--- config.mk ---
export PLATFORM = sky130hd
export DESIGN_NAME = oclib_uart_rx_flat
export DESIGN_NICKNAME = d
export VERILOG_FILES = /design/src/rtl/oclib_uart_pkg.sv /design/src/rtl/oclib_uart_rx_if.sv /design/src/rtl/oclib_fifo.sv /design/src/rtl/oclib_uart_rx.sv /design/src/flat_wrapper.sv
export SDC_FILE = /design/constraint.sdc
export NUM_CORES = 1
export LEC_CHECK = 0
export CAP_MARGIN = 0
export CORE_ASPECT_RATIO = 1.75
export CORE_MARGIN = 1
export CORE_UTILIZATION = 31
export CTS_CLUSTER_SIZE = 25
export DETAILED_ROUTE_END_ITERATION = 10
export PLACE_DENSITY = 0.5
export SYNTH_ARGS = -nofsm -noshare
export SYNTH_HDL_FRONTEND = slang
export SYNTH_SLANG_ARGS = --single-unit
--- constraint.sdc ---
create_clock -name clock -period 3.6 [get_ports clock]
set_input_delay 0.54 -clock clock [delete_from_list [all_inputs] [get_ports clock]]
set_output_delay 0.54 -clock clock [all_outputs]
set_load 0.1 [all_outputs]
--- src/rtl/oclib_uart_pkg.sv ---
// Shared UART definitions for the receiver. The transmitter can import the
// same package later.
//   rx_state_e    : receiver FSM states
//   UartDataBits  : data bits per frame
//   mid_bit_count : counter value at which the start bit is sampled at mid-bit
package oclib_uart_pkg;

  localparam int UartDataBits = 8;

  typedef enum logic [2:0] {
    StIdle     = 3'd0,
    StStart    = 3'd1,
    StData     = 3'd2,
    StStop     = 3'd3,
    StWaitHigh = 3'd4
  } rx_state_e;

  // Counter value half a bit after the start edge. The start edge is already
  // aligned to a bit boundary, so stopping here places every later full-bit
  // sample near the middle of its bit.
  function automatic int mid_bit_count(input int baud_cycles);
    return baud_cycles / 2 - 1;
  endfunction

endpackage

--- src/rtl/oclib_uart_rx_if.sv ---
// Receive-side byte stream of the UART receiver.
//   rxData     : byte at the FIFO head
//   rxValid    : rxData is valid
//   rxReady    : consumer accepts the byte when rxValid && rxReady
//   frameError : one-cycle pulse, stop bit was low and the byte was discarded
//   overflow   : one-cycle pulse, good byte dropped because the FIFO was full
// The master modport is the receiver; the slave modport is the consumer.
interface oclib_uart_rx_if;
  import oclib_uart_pkg::*;

  logic [UartDataBits-1:0] rxData;
  logic                    rxValid;
  logic                    rxReady;
  logic                    frameError;
  logic                    overflow;

  modport master (
    output rxData, rxValid, frameError, overflow,
    input  rxReady
  );

  modport slave (
    input  rxData, rxValid, frameError, overflow,
    output rxReady
  );

endinterface

--- src/rtl/oclib_fifo.sv ---
// Synchronous first-word-fall-through FIFO.
//   clk_i       : clock
//   rst_i       : asynchronous reset, active high
//   in_*        : write side, valid/ready handshake
//   out_*       : read side, valid/ready handshake; out_data_o reads 0 when empty
// When the FIFO is full, a write is still accepted in the same cycle as a read.
module oclib_fifo #(
  parameter int Width = 8,
  parameter int Depth = 32
) (
  input  logic             clk_i,
  input  logic             rst_i,
  input  logic [Width-1:0] in_data_i,
  input  logic             in_valid_i,
  output logic             in_ready_o,
  output logic [Width-1:0] out_data_o,
  output logic             out_valid_o,
  input  logic             out_ready_i
);

  localparam int PtrW = (Depth > 1) ? $clog2(Depth) : 1;
  localparam int CntW = $clog2(Depth + 1);
  localparam logic [PtrW-1:0] PtrLast = PtrW'(Depth - 1);
  localparam logic [CntW-1:0] CntFull = CntW'(Depth);

  logic [Width-1:0] mem_q [Depth];
  logic [PtrW-1:0]  wr_ptr_q, rd_ptr_q;
  logic [CntW-1:0]  count_q;
  logic             push, pop;

  assign out_valid_o = (count_q != '0);
  assign in_ready_o  = (count_q != CntFull) || out_ready_i;
  assign push        = in_valid_i && in_ready_o;
  assign pop         = out_valid_o && out_ready_i;
  assign out_data_o  = out_valid_o ? mem_q[rd_ptr_q] : '0;

  // NOTE: the storage array has no reset; its contents are only visible through
  // out_data_o once count_q says the entry was written, so resetting it would
  // only cost flops.
  always_ff @(posedge clk_i) begin
    if (push) mem_q[wr_ptr_q] <= in_data_i;
  end

  always_ff @(posedge clk_i or posedge rst_i) begin
    if (rst_i) begin
      wr_ptr_q <= '0;
      rd_ptr_q <= '0;
      count_q  <= '0;
    end else begin
      if (push) wr_ptr_q <= (wr_ptr_q == PtrLast) ? '0 : wr_ptr_q + 1'b1;
      if (pop)  rd_ptr_q <= (rd_ptr_q == PtrLast) ? '0 : rd_ptr_q + 1'b1;
      case ({push, pop})
        2'b10:   count_q <= count_q + 1'b1;
        2'b01:   count_q <= count_q - 1'b1;
        default: count_q <= count_q;
      endcase
    end
  end

endmodule

--- src/rtl/oclib_uart_rx.sv ---
// UART receiver: 8N1, LSB first, idle-high line. The asynchronous rx pin is
// synchronized, the start bit is qualified at mid-bit, data and stop bits are
// sampled at mid-bit, and good bytes are buffered in a FIFO.
//   clock : sole clock
//   reset : asynchronous reset, active low
//   rx    : serial input, asynchronous to clock
//   rx_if : received byte stream plus frameError / overflow pulses (master)
module oclib_uart_rx
  import oclib_uart_pkg::*;
#(
  parameter int ClockHz    = 100_000_000,
  parameter int Baud       = 115_200,
  parameter int BaudCycles = ClockHz / Baud,
  parameter int FifoDepth  = 32,
  parameter int SyncCycles = 2
) (
  input  logic           clock,
  input  logic           reset,
  input  logic           rx,
  oclib_uart_rx_if.master rx_if
);

  if (BaudCycles < 4) begin : g_bad_baud
    $error("oclib_uart_rx: BaudCycles must be >= 4");
  end
  if (SyncCycles < 2) begin : g_bad_sync
    $error("oclib_uart_rx: SyncCycles must be >= 2");
  end

  localparam int CntW    = $clog2(BaudCycles);
  localparam int BitCntW = $clog2(UartDataBits);
  localparam logic [CntW-1:0]    CntLast    = CntW'(BaudCycles - 1);
  localparam logic [CntW-1:0]    CntMid     = CntW'(mid_bit_count(BaudCycles));
  localparam logic [BitCntW-1:0] BitCntLast = BitCntW'(UartDataBits - 1);

  logic [SyncCycles-1:0]   sync_q;
  logic                    rx_s, rx_prev_q;
  rx_state_e               state_q, state_d;
  logic [CntW-1:0]         cnt_q, cnt_d;
  logic [BitCntW-1:0]      bit_cnt_q, bit_cnt_d;
  logic [UartDataBits-1:0] shift_q, shift_d;
  logic                    push_q, push_d;
  logic                    frame_err_q, frame_err_d;
  logic                    fifo_in_ready;

  assign rx_s = sync_q[SyncCycles-1];

  // NOTE: every variable gets a default at the top of the block so that paths
  // which do not assign it cannot infer a latch.
  always_comb begin
    state_d     = state_q;
    bit_cnt_d   = bit_cnt_q;
    shift_d     = shift_q;
    push_d      = 1'b0;
    frame_err_d = 1'b0;

    unique case (state_q)
      StIdle: begin
        if (rx_prev_q && !rx_s) state_d = StStart;
      end
      StStart: begin
        if (cnt_q == CntMid) begin
          // A line that is high again by mid-bit was a glitch, not a start bit.
          if (rx_s) begin
            state_d = StIdle;
          end else begin
            state_d   = StData;
            bit_cnt_d = '0;
          end
        end
      end
      StData: begin
        if (cnt_q == CntLast) begin
          shift_d   = {rx_s, shift_q[UartDataBits-1:1]};
          bit_cnt_d = bit_cnt_q + 1'b1;
          if (bit_cnt_q == BitCntLast) state_d = StStop;
        end
      end
      StStop: begin
        // Leaving at mid-stop-bit lets the next start edge follow directly.
        if (cnt_q == CntLast) begin
          if (rx_s) begin
            push_d  = 1'b1;
            state_d = StIdle;
          end else begin
            frame_err_d = 1'b1;
            state_d     = StWaitHigh;
          end
        end
      end
      StWaitHigh: begin
        // A held-low break must go high before a new start can be detected.
        if (rx_s) state_d = StIdle;
      end
      default: state_d = StIdle;
    endcase

    // The baud counter restarts on every state change so each state times
    // itself from its own entry.
    if (state_d != state_q)  cnt_d = '0;
    else if (cnt_q == CntLast) cnt_d = '0;
    else                     cnt_d = cnt_q + 1'b1;
  end

  // NOTE: sequential state uses non-blocking assignments so every flop samples
  // the pre-edge value of every other flop, independent of statement order.
  always_ff @(posedge clock or negedge reset) begin
    if (!reset) begin
      // Synchronizer and edge flop reset high so release never looks like a
      // start edge.
      sync_q      <= '1;
      rx_prev_q   <= 1'b1;
      state_q     <= StIdle;
      cnt_q       <= '0;
      bit_cnt_q   <= '0;
      shift_q     <= '0;
      push_q      <= 1'b0;
      frame_err_q <= 1'b0;
    end else begin
      sync_q      <= {sync_q[SyncCycles-2:0], rx};
      rx_prev_q   <= rx_s;
      state_q     <= state_d;
      cnt_q       <= cnt_d;
      bit_cnt_q   <= bit_cnt_d;
      shift_q     <= shift_d;
      push_q      <= push_d;
      frame_err_q <= frame_err_d;
    end
  end

  // shift_q is untouched in the cycle after the stop sample, so it can feed
  // the FIFO directly while push_q is high.
  oclib_fifo #(
    .Width (UartDataBits),
    .Depth (FifoDepth)
  ) u_fifo (
    .clk_i       (clock),
    .rst_i       (~reset),
    .in_data_i   (shift_q),
    .in_valid_i  (push_q),
    .in_ready_o  (fifo_in_ready),
    .out_data_o  (rx_if.rxData),
    .out_valid_o (rx_if.rxValid),
    .out_ready_i (rx_if.rxReady)
  );

  // Overflow is decided in the push cycle, so a same-cycle pop frees the slot.
  assign rx_if.overflow   = push_q & ~fifo_in_ready;
  assign rx_if.frameError = frame_err_q;

endmodule

--- src/flat_wrapper.sv ---
// flat-port wrapper written by rule: the top's interface ports become plain ports
module oclib_uart_rx_flat import oclib_uart_pkg::*;
#(
  parameter int ClockHz    = 100_000_000,
  parameter int Baud       = 115_200,
  parameter int BaudCycles = ClockHz / Baud,
  parameter int FifoDepth  = 32,
  parameter int SyncCycles = 2
)
  (clock, reset, rx, rx_if_rxData, rx_if_rxValid, rx_if_frameError, rx_if_overflow, rx_if_rxReady);
  oclib_uart_rx_if rx_if_i ();
  input  logic clock;
  input  logic reset;
  input  logic rx;
  output wire logic [$bits(rx_if_i.rxData)-1:0] rx_if_rxData;
  output wire logic [$bits(rx_if_i.rxValid)-1:0] rx_if_rxValid;
  output wire logic [$bits(rx_if_i.frameError)-1:0] rx_if_frameError;
  output wire logic [$bits(rx_if_i.overflow)-1:0] rx_if_overflow;
  input wire logic [$bits(rx_if_i.rxReady)-1:0] rx_if_rxReady;
  assign rx_if_rxData = rx_if_i.rxData;
  assign rx_if_rxValid = rx_if_i.rxValid;
  assign rx_if_frameError = rx_if_i.frameError;
  assign rx_if_overflow = rx_if_i.overflow;
  assign rx_if_i.rxReady = rx_if_rxReady;
  oclib_uart_rx #(.ClockHz(ClockHz), .Baud(Baud), .BaudCycles(BaudCycles), .FifoDepth(FifoDepth), .SyncCycles(SyncCycles)) u_core (.clock(clock), .reset(reset), .rx(rx), .rx_if(rx_if_i));
endmodule
run_1/met1.png
Bar = 50 um. Supply wires on this layer in grey.
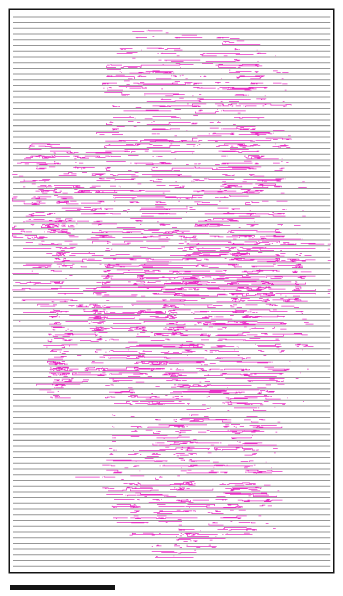
The longest straight run is 46.0 um. The layer carries 10400 um of wire. The layer holds 37% of the routed length.
GR Util met1: 15.25%
WL final: 28220 um
total vias in the final route: 6569

run_1/met3.png
Bar = 50 um.
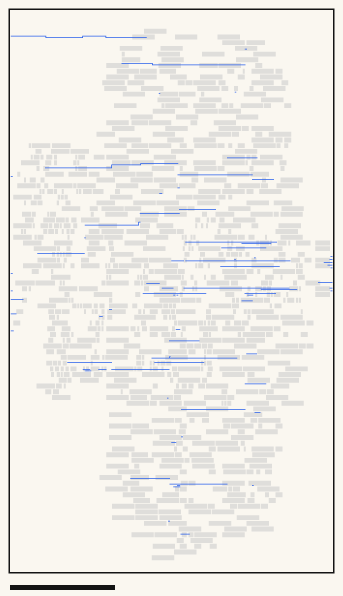
The layer holds 3.2% of the routed length. The wires run mostly horizontal. The longest straight run is 50.1 um.
met3 Use GR: 1.537%

run_1/zoom.png
Bar = 10 um. Window x 95 to 135, y 47 to 87 um. Cells in grey, sequential cells in the stronger grey; small squares are vias.
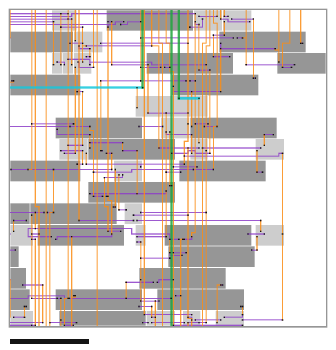
Green is met4. Orange is met2. Purple is met1. Cyan is met3.
Netlist names of flops here include u_core.u_fifo.mem_q (21). Most frequent: edfxtp_1 (21), mux2i_1 (12), o22ai_1 (4). Sequential cells in the window: 21. 42 logic cells have their middle in the window.

run_1/gate_families.png
Bar = 50 um.
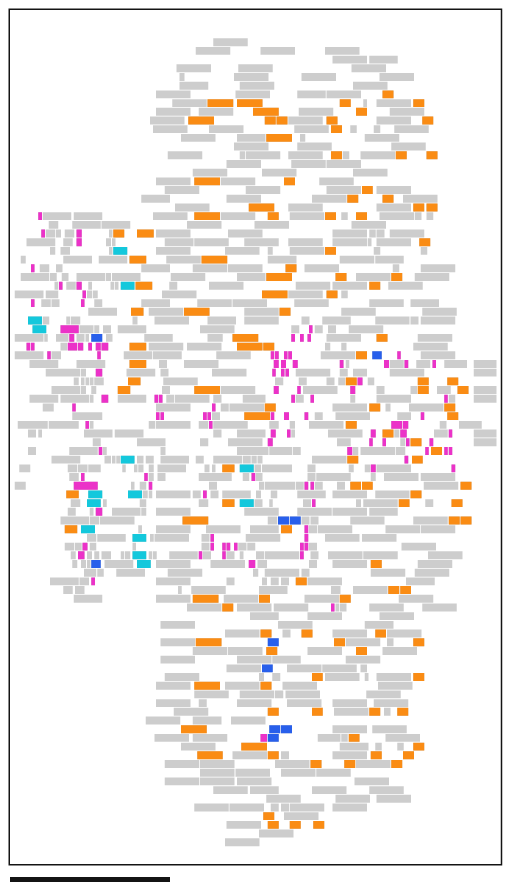
Cyan is adder and majority cells, cells 14. Blue is AND-OR and OR-AND gates, cells 10. Magenta is NOR gates, cells 111. Orange is multiplexers, cells 125.

[run 1: what timing repair did]
item | in CTS | in global routing
resized | 0 | 1
setup endpoints to repair | 6 | 4
setup buffers | 1 | 3
gates cloned | 0 | 0
[run 1: layout make-up]
type / instances / area [um2]
fill: 3681 / 24910
sequential: 301 / 8823
multi-input combinational: 426 / 3438
clock buffer: 32 / 747.0
timing repair buffer: 66 / 658.1
tap: 490 / 613.1
clock inverter: 17 / 163.9
inverter: 11 / 41.29
[run 1: per-layer routing]
layer  GRT usage (%)  vias up  routed length, um
met5               0        -                  0
met4           5.892        0                913
met3           1.537       40                909
met2           27.91      103              16010
met1           15.25     3334              10390
li1                -     3092                  -
[run 1: worst max path at each step]
stage | startpoint | end | slack [ns] | cells after the start
2_1_floorplan | u_core.u_fifo.rd_ptr_q[2]$_DFFE_PN0P_ | rx_if_rxData[0] | 0.43 | 6
3_3_place_gp | u_core.u_fifo.rd_ptr_q[0]$_DFFE_PN0P_ | rx_if_rxData[5] | 0.52 | 7
3_5_place_dp | u_core.u_fifo.rd_ptr_q[0]$_DFFE_PN0P_ | rx_if_rxData[6] | 0.50 | 7
4_1_cts | u_core.u_fifo.rd_ptr_q[1]$_DFFE_PN0P_ | rx_if_rxData[3] | 0.01 | 6
5_1_grt | u_core.u_fifo.rd_ptr_q[1]$_DFFE_PN0P_ | rx_if_rxData[3] | -0.02 | 6
6_report | u_core.u_fifo.rd_ptr_q[1]$_DFFE_PN0P_ | rx_if_rxData[2] | 0.09 | 6
[run 1: per-stage QoR]
step	util, %	setup TNS, ns	power (mW)
after global placement	34.29	0	6.326
after detailed placement	34.29	0	6.332
after floorplan	-	0	5.646
final	36.77	0	9.254
after CTS	36.67	0	9.332
after global routing	36.77	-0.03671	9.637
==> out/qor.yml, run 1 <==
status:
  status: "finished, final reports clean"
power_and_ir_drop:
  internal-power_mw: 6.420
  p_per_area_nw_per_um2: 638.9
  leakage_nw: 5.741
  pg_seq_mw: 4.09
  clock_power_share_pct: 31.9
  switching_share_pct: 30.63
  power_frac_comb_pct: 23.8
  p_switching_mw: 2.834
  p_seq_share_pct: 44.2
  power_top_consumer: "sequential cells"
  ir_worst_vdd_uv: 476.4
  p_clk_mw: 2.96
  power.combinational.total_mw: 2.20
yosys:
  edf_count: 256
  synth_warnings: 0
  top_cell: "edfxtp_1"
  synth.ff_latch_count: 301
  async_reset_ff_share_pct: 14.95
  top_cells_by_count: "edfxtp_1, mux2i_1, nor2_1"
  top_cell_area_share_pct: 61.74
  ys_sh_aoi_pct: 4.783
  synth_seq_share_pct: 70.82
  syn_avg_cell_area_um2: 16.07
  fa_ha_area_share_pct: 1.407
  ys_types: 60
  syn_inst: 775
  logic_family: "multiplexers"
  synth_top_flop_cell: "edfxtp_1"
  ys_sh_xor_pct: 1.126
  yosys.area_share.simple_pct: 7.346
  largest_area_cell: "edfxtp_1"
  topCellsByArea: "edfxtp_1, dfrtp_1, mux2i_1"
  synth-area-yosys_um2: 12450
  ys_cells: 775
  syn-num-nets: 793
  mux_share_pct: 12.63
  syn-cell-area_um2: 12450
drt:
  drtAntennaViolNets: 0
  dr.pass1.iters: 4
  drc: 0
  wire_per_inst_um: 21.01
  vias_per_cell: 4.891
  drtIter0Drc: 428
timing:
  fmax_ghz: 0.2849
  worst_hold_slack_ns: 0.07879
  rsz0062_at_grt: "yes"
  worstMarginPinSlew_ns: 1.243
  slew_headroom_pct: 17.11
  drv_slew: 0
  min_period_ns: 3.510
  worst_slack_ns: 0.08968
  fin_skew_ns: 0.01410
  finalCritPeriodShare_pct: 97.51
  setup_viol: 0
  hold_viol: 0
setup_path:
  reg2reg_to: "u_core.u_fifo.count_q[5]$_DFFE_PN0P_"
  crit_fanout: 19
  worst_r2r_path_depth: 10
  cpPeakStageDelay_ns: 0.56
  rrSetupSlack_ns: 0.78
  path_class: "reg -> out"
  crit_path_top_delay_cell: "dfrtp_1"
  critPathBufInv: 2
  cp.required_ns: 3.06
  cp.arrival_ns: 2.97
  endpoint_kind: "output port"
  r2r_start: "u_core.u_fifo.count_q[1]$_DFFE_PN0P_"
  path_delay_family: "AND-OR/OR-AND gates"
  startpoint_type: "flop"
  path_cells: "buf_12 -> or3_1 -> o22ai_1 -> nor3_1 -> a211oi_2 -> buf_12"
  crit_path_frequent_cell: "buf_12"
floorplanning:
  initCoreUtil_pct: 31.60
  die-area_um2: 41000
  core-area_um2: 39400
  die.size.y_um: 267.1
  io_pins: 15
  rows: 96
  die_w_um: 153.5
clocking:
  cts_hold_buf: 0
  cts_tree: "built"
  cts_buffers: 28
  cts-root-buf: "clkbuf_16"
  h-tree-depth: 1
  clock_path_buffers: 3
  clock_latency_ns: 0.55
  numClockSinks: 301
  cts.reportedPaths.clkPinSlew_ns: 0.06
layout:
  nets: 852
  largest_reg_flops: 256
  diodes: 0
  fin_area_um2: 14490
  top_register: "u_core.u_fifo.mem_q"
  drive_above_1_share_pct: 19.81
  lay_top_count: "edfxtp_1"
  lay_top_cells: "edfxtp_1, mux2i_1, nor2_1"
  syn_to_final_growth_pct: 16.34
  final_cells: 1343
  reg_top3: "u_core.u_fifo.mem_q x256, u_core.cnt_q x10, u_core.shift_q x8"
placed_design:
  placed_cells_incl_taps: 1290
  gp_congestion: 0.7875
  place_area_um2: 13510
  portBuffers: 14
  pre_cts_ws_ns: 0.4980
  place_hpwl_um: 19240
global_route:
  grt_pass1_vias: 6982
  grt_overflow: 0
  grt_pass1_wl_um: 43450
  antenna_found_initial: 0
  grt_util_all_layers_pct: 14.23
  grt_start_max_net_pins: 45
worst_hold_path:
  min_path_type: "in -> async"
run:
  warnings: 32
  maxCapViolCount: 0
--- run 2 (diff from run 1) ---
- GPL_TIMING_DRIVEN: default -> 0
- PLACE_DENSITY: 0.5 -> default
- PLACE_DENSITY_LB_ADDON: default -> 0.08
run_2/met3.png
Bar = 50 um.
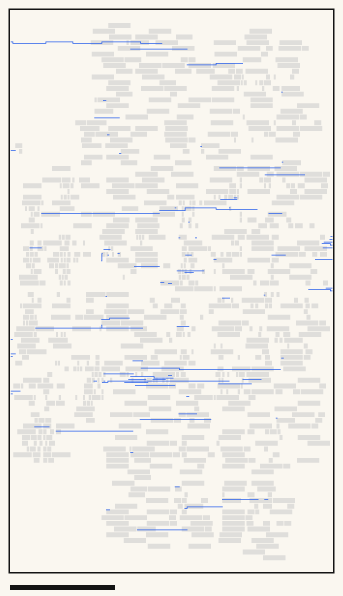
The layer carries 888 um of wire. The layer holds 2.9% of the routed length. The wires run mostly horizontal. The longest straight run is 57.7 um.

run_2/gate_families.png
Bar = 50 um.
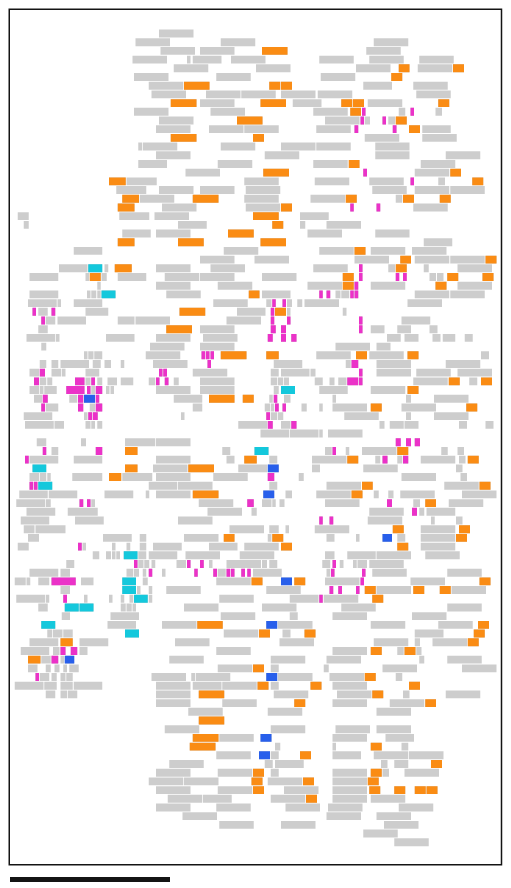
Cyan is adder and majority cells, cells 14. Orange is multiplexers, cells 125. Magenta is NOR gates, cells 111. Blue is AND-OR and OR-AND gates, cells 10.

run_2/zoom.png
Bar = 10 um. Window x 95 to 135, y 47 to 87 um. Cells in grey, sequential cells in the stronger grey; small squares are vias.
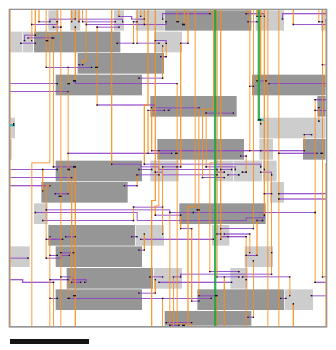
Orange is met2. Purple is met1. Cyan is met3. Green is met4.
Most frequent: edfxtp_1 (16), mux2i_1 (10), nor2_1 (4). 38 logic cells have their middle in the window. Netlist names of flops here include u_core.u_fifo.mem_q (16). Sequential cells in the window: 16.

==> out/qor.yml, run 2 <==
timing:
  drv_slew: 0
  fin_setup_tns_ns: 0
  fin_skew_ns: 0.007657
  worst_hold_slack_ns: 0.3571
  min_period_ns: 3.587
  setup_viol: 0
  worstMarginPinSlew_ns: 1.382
  rsz0062_at_grt: "yes"
  slew_headroom_pct: 7.861
  fmax_ghz: 0.2788
power_and_ir_drop:
  ir_worst_vdd_uv: 395.6
  p_per_area_nw_per_um2: 649.5
yosys:
  topCellsByArea: "edfxtp_1, dfrtp_1, mux2i_1"
  ys_cells: 775
  top_cells_by_count: "edfxtp_1, mux2i_1, nor2_1"
  syn-cell-area_um2: 12450
  largest_area_cell: "edfxtp_1"
  synth_warnings: 0
  synth_top_flop_cell: "edfxtp_1"
  syn-num-nets: 793
  syn_inst: 775
  top_cell: "edfxtp_1"
  synth_seq_share_pct: 70.82
  syn_avg_cell_area_um2: 16.07
setup_path:
  cp.depth: 7
  reg2reg_to: "u_core.u_fifo.count_q[4]$_DFFE_PN0P_"
  cp.arrival_ns: 3.05
  endpoint_kind: "output port"
  r2r_start: "u_core.u_fifo.count_q[1]$_DFFE_PN0P_"
  rrSetupSlack_ns: 0.41
  cp.required_ns: 3.06
  critPathBufInv: 3
  worst_r2r_path_depth: 13
  crit_end: "rx_if_rxData[2]"
  startpoint_type: "flop"
  path_class: "reg -> out"
  crit_path_frequent_cell: "clkbuf_1"
drt:
  wire_per_inst_um: 23.11
  vias_per_cell: 4.959
  vias: 6606
  dr.pass1.iters: 5
  drc: 0
  drtIter0Drc: 390
floorplanning:
  die_w_um: 153.5
  core-area_um2: 39400
  die-area_um2: 41000
  initCoreUtil_pct: 31.60
  die.size.y_um: 267.1
  io_pins: 15
layout:
  top_register: "u_core.u_fifo.mem_q"
  syn_to_final_growth_pct: 14.12
  fill_cells: 3726
  lay_top_cells: "edfxtp_1, mux2i_1, nor2_1"
  lay_top_count: "edfxtp_1"
clocking:
  cts_buffers: 29
  clock_path_buffers: 3
  cts.reportedPaths.clkPinSlew_ns: 0.07
  h-tree-depth: 1
  cts_tree: "built"
  clock_latency_ns: 0.55
status:
  status: "finished, final reports clean"
placed_design:
  place_hpwl_um: 21280
  portBuffers: 14
run:
  maxCapViolCount: 0
global_route:
  grt_pass1_vias: 7183
  antenna_found_initial: 0
  grt_start_max_net_pins: 35
  grt_overflow: 0
worst_hold_path:
  min_path_type: "reg -> reg"
-- run 2: cell counts after synthesis --
Identical to the previous run, type by type.
-- run 2: layout make-up --
class	count	share of cell area (%)
timing repair buffer	17	1.101
tap	490	4.315
clock inverter	19	1.356
multi-input combinational	426	24.24
inverter	11	0.2906
buffer	35	1.383
sequential	301	62.10
clock buffer	33	5.213
-- run 2: through the flow --
| stage | setup WS, ns | utilization [%] | power, mW | cell area, um2 |
|---|---|---|---|---|
| 6_report | 0.01259 | 36.06 | 9.229 | 14210 |
| 5_1_grt | -0.1325 | 36.06 | 9.582 | 14210 |
| 2_1_floorplan | 0.4332 | - | 5.646 | 12490 |
| 4_1_cts | -0.1004 | 36.05 | 9.346 | 14200 |
| 3_5_place_dp | -0.3974 | 33.65 | 6.301 | 13260 |
| 3_3_place_gp | -0.3921 | 33.62 | 6.271 | 13240 |
-- run 2: per-layer routing --
| metal | GRT usage, % | up-vias | wire length (um) |
|---|---|---|---|
| li1 | - | 3074 | - |
| met1 | 15.63 | 3363 | 11210 |
| met2 | 30.76 | 121 | 17420 |
| met3 | 1.667 | 48 | 887 |
| met4 | 6.946 | 0 | 1263 |
| met5 | 0 | - | 0 |
-- run 2: power breakdown --
group	total (mW)	switching [mW]	internal [mW]
logic	2.23	1.50	0.725
registers	3.96	0.128	3.84
clock network	3.04	1.29	1.75
-- run 2: logic make-up after synthesis --
kind of cell	after synthesis	synth area share, %
compound gates	89	4.784
fa+ha+maj	14	1.407
flops	301	70.82
simple gates	182	7.346
mux	125	12.63
buf+inv	48	1.889
xor+xnor	16	1.125
-- run 2: timing repair --
item                                   4_1_cts  5_1_grt
hold buffers                                 1        0
endpoints found under the hold margin       11        0
gates resized                               53        1
setup endpoints to repair                    9        7
buffers inserted                             1        0
pin swaps                                    1        0
Power figures rest on the tool's default switching activity, not on a simulated workload.
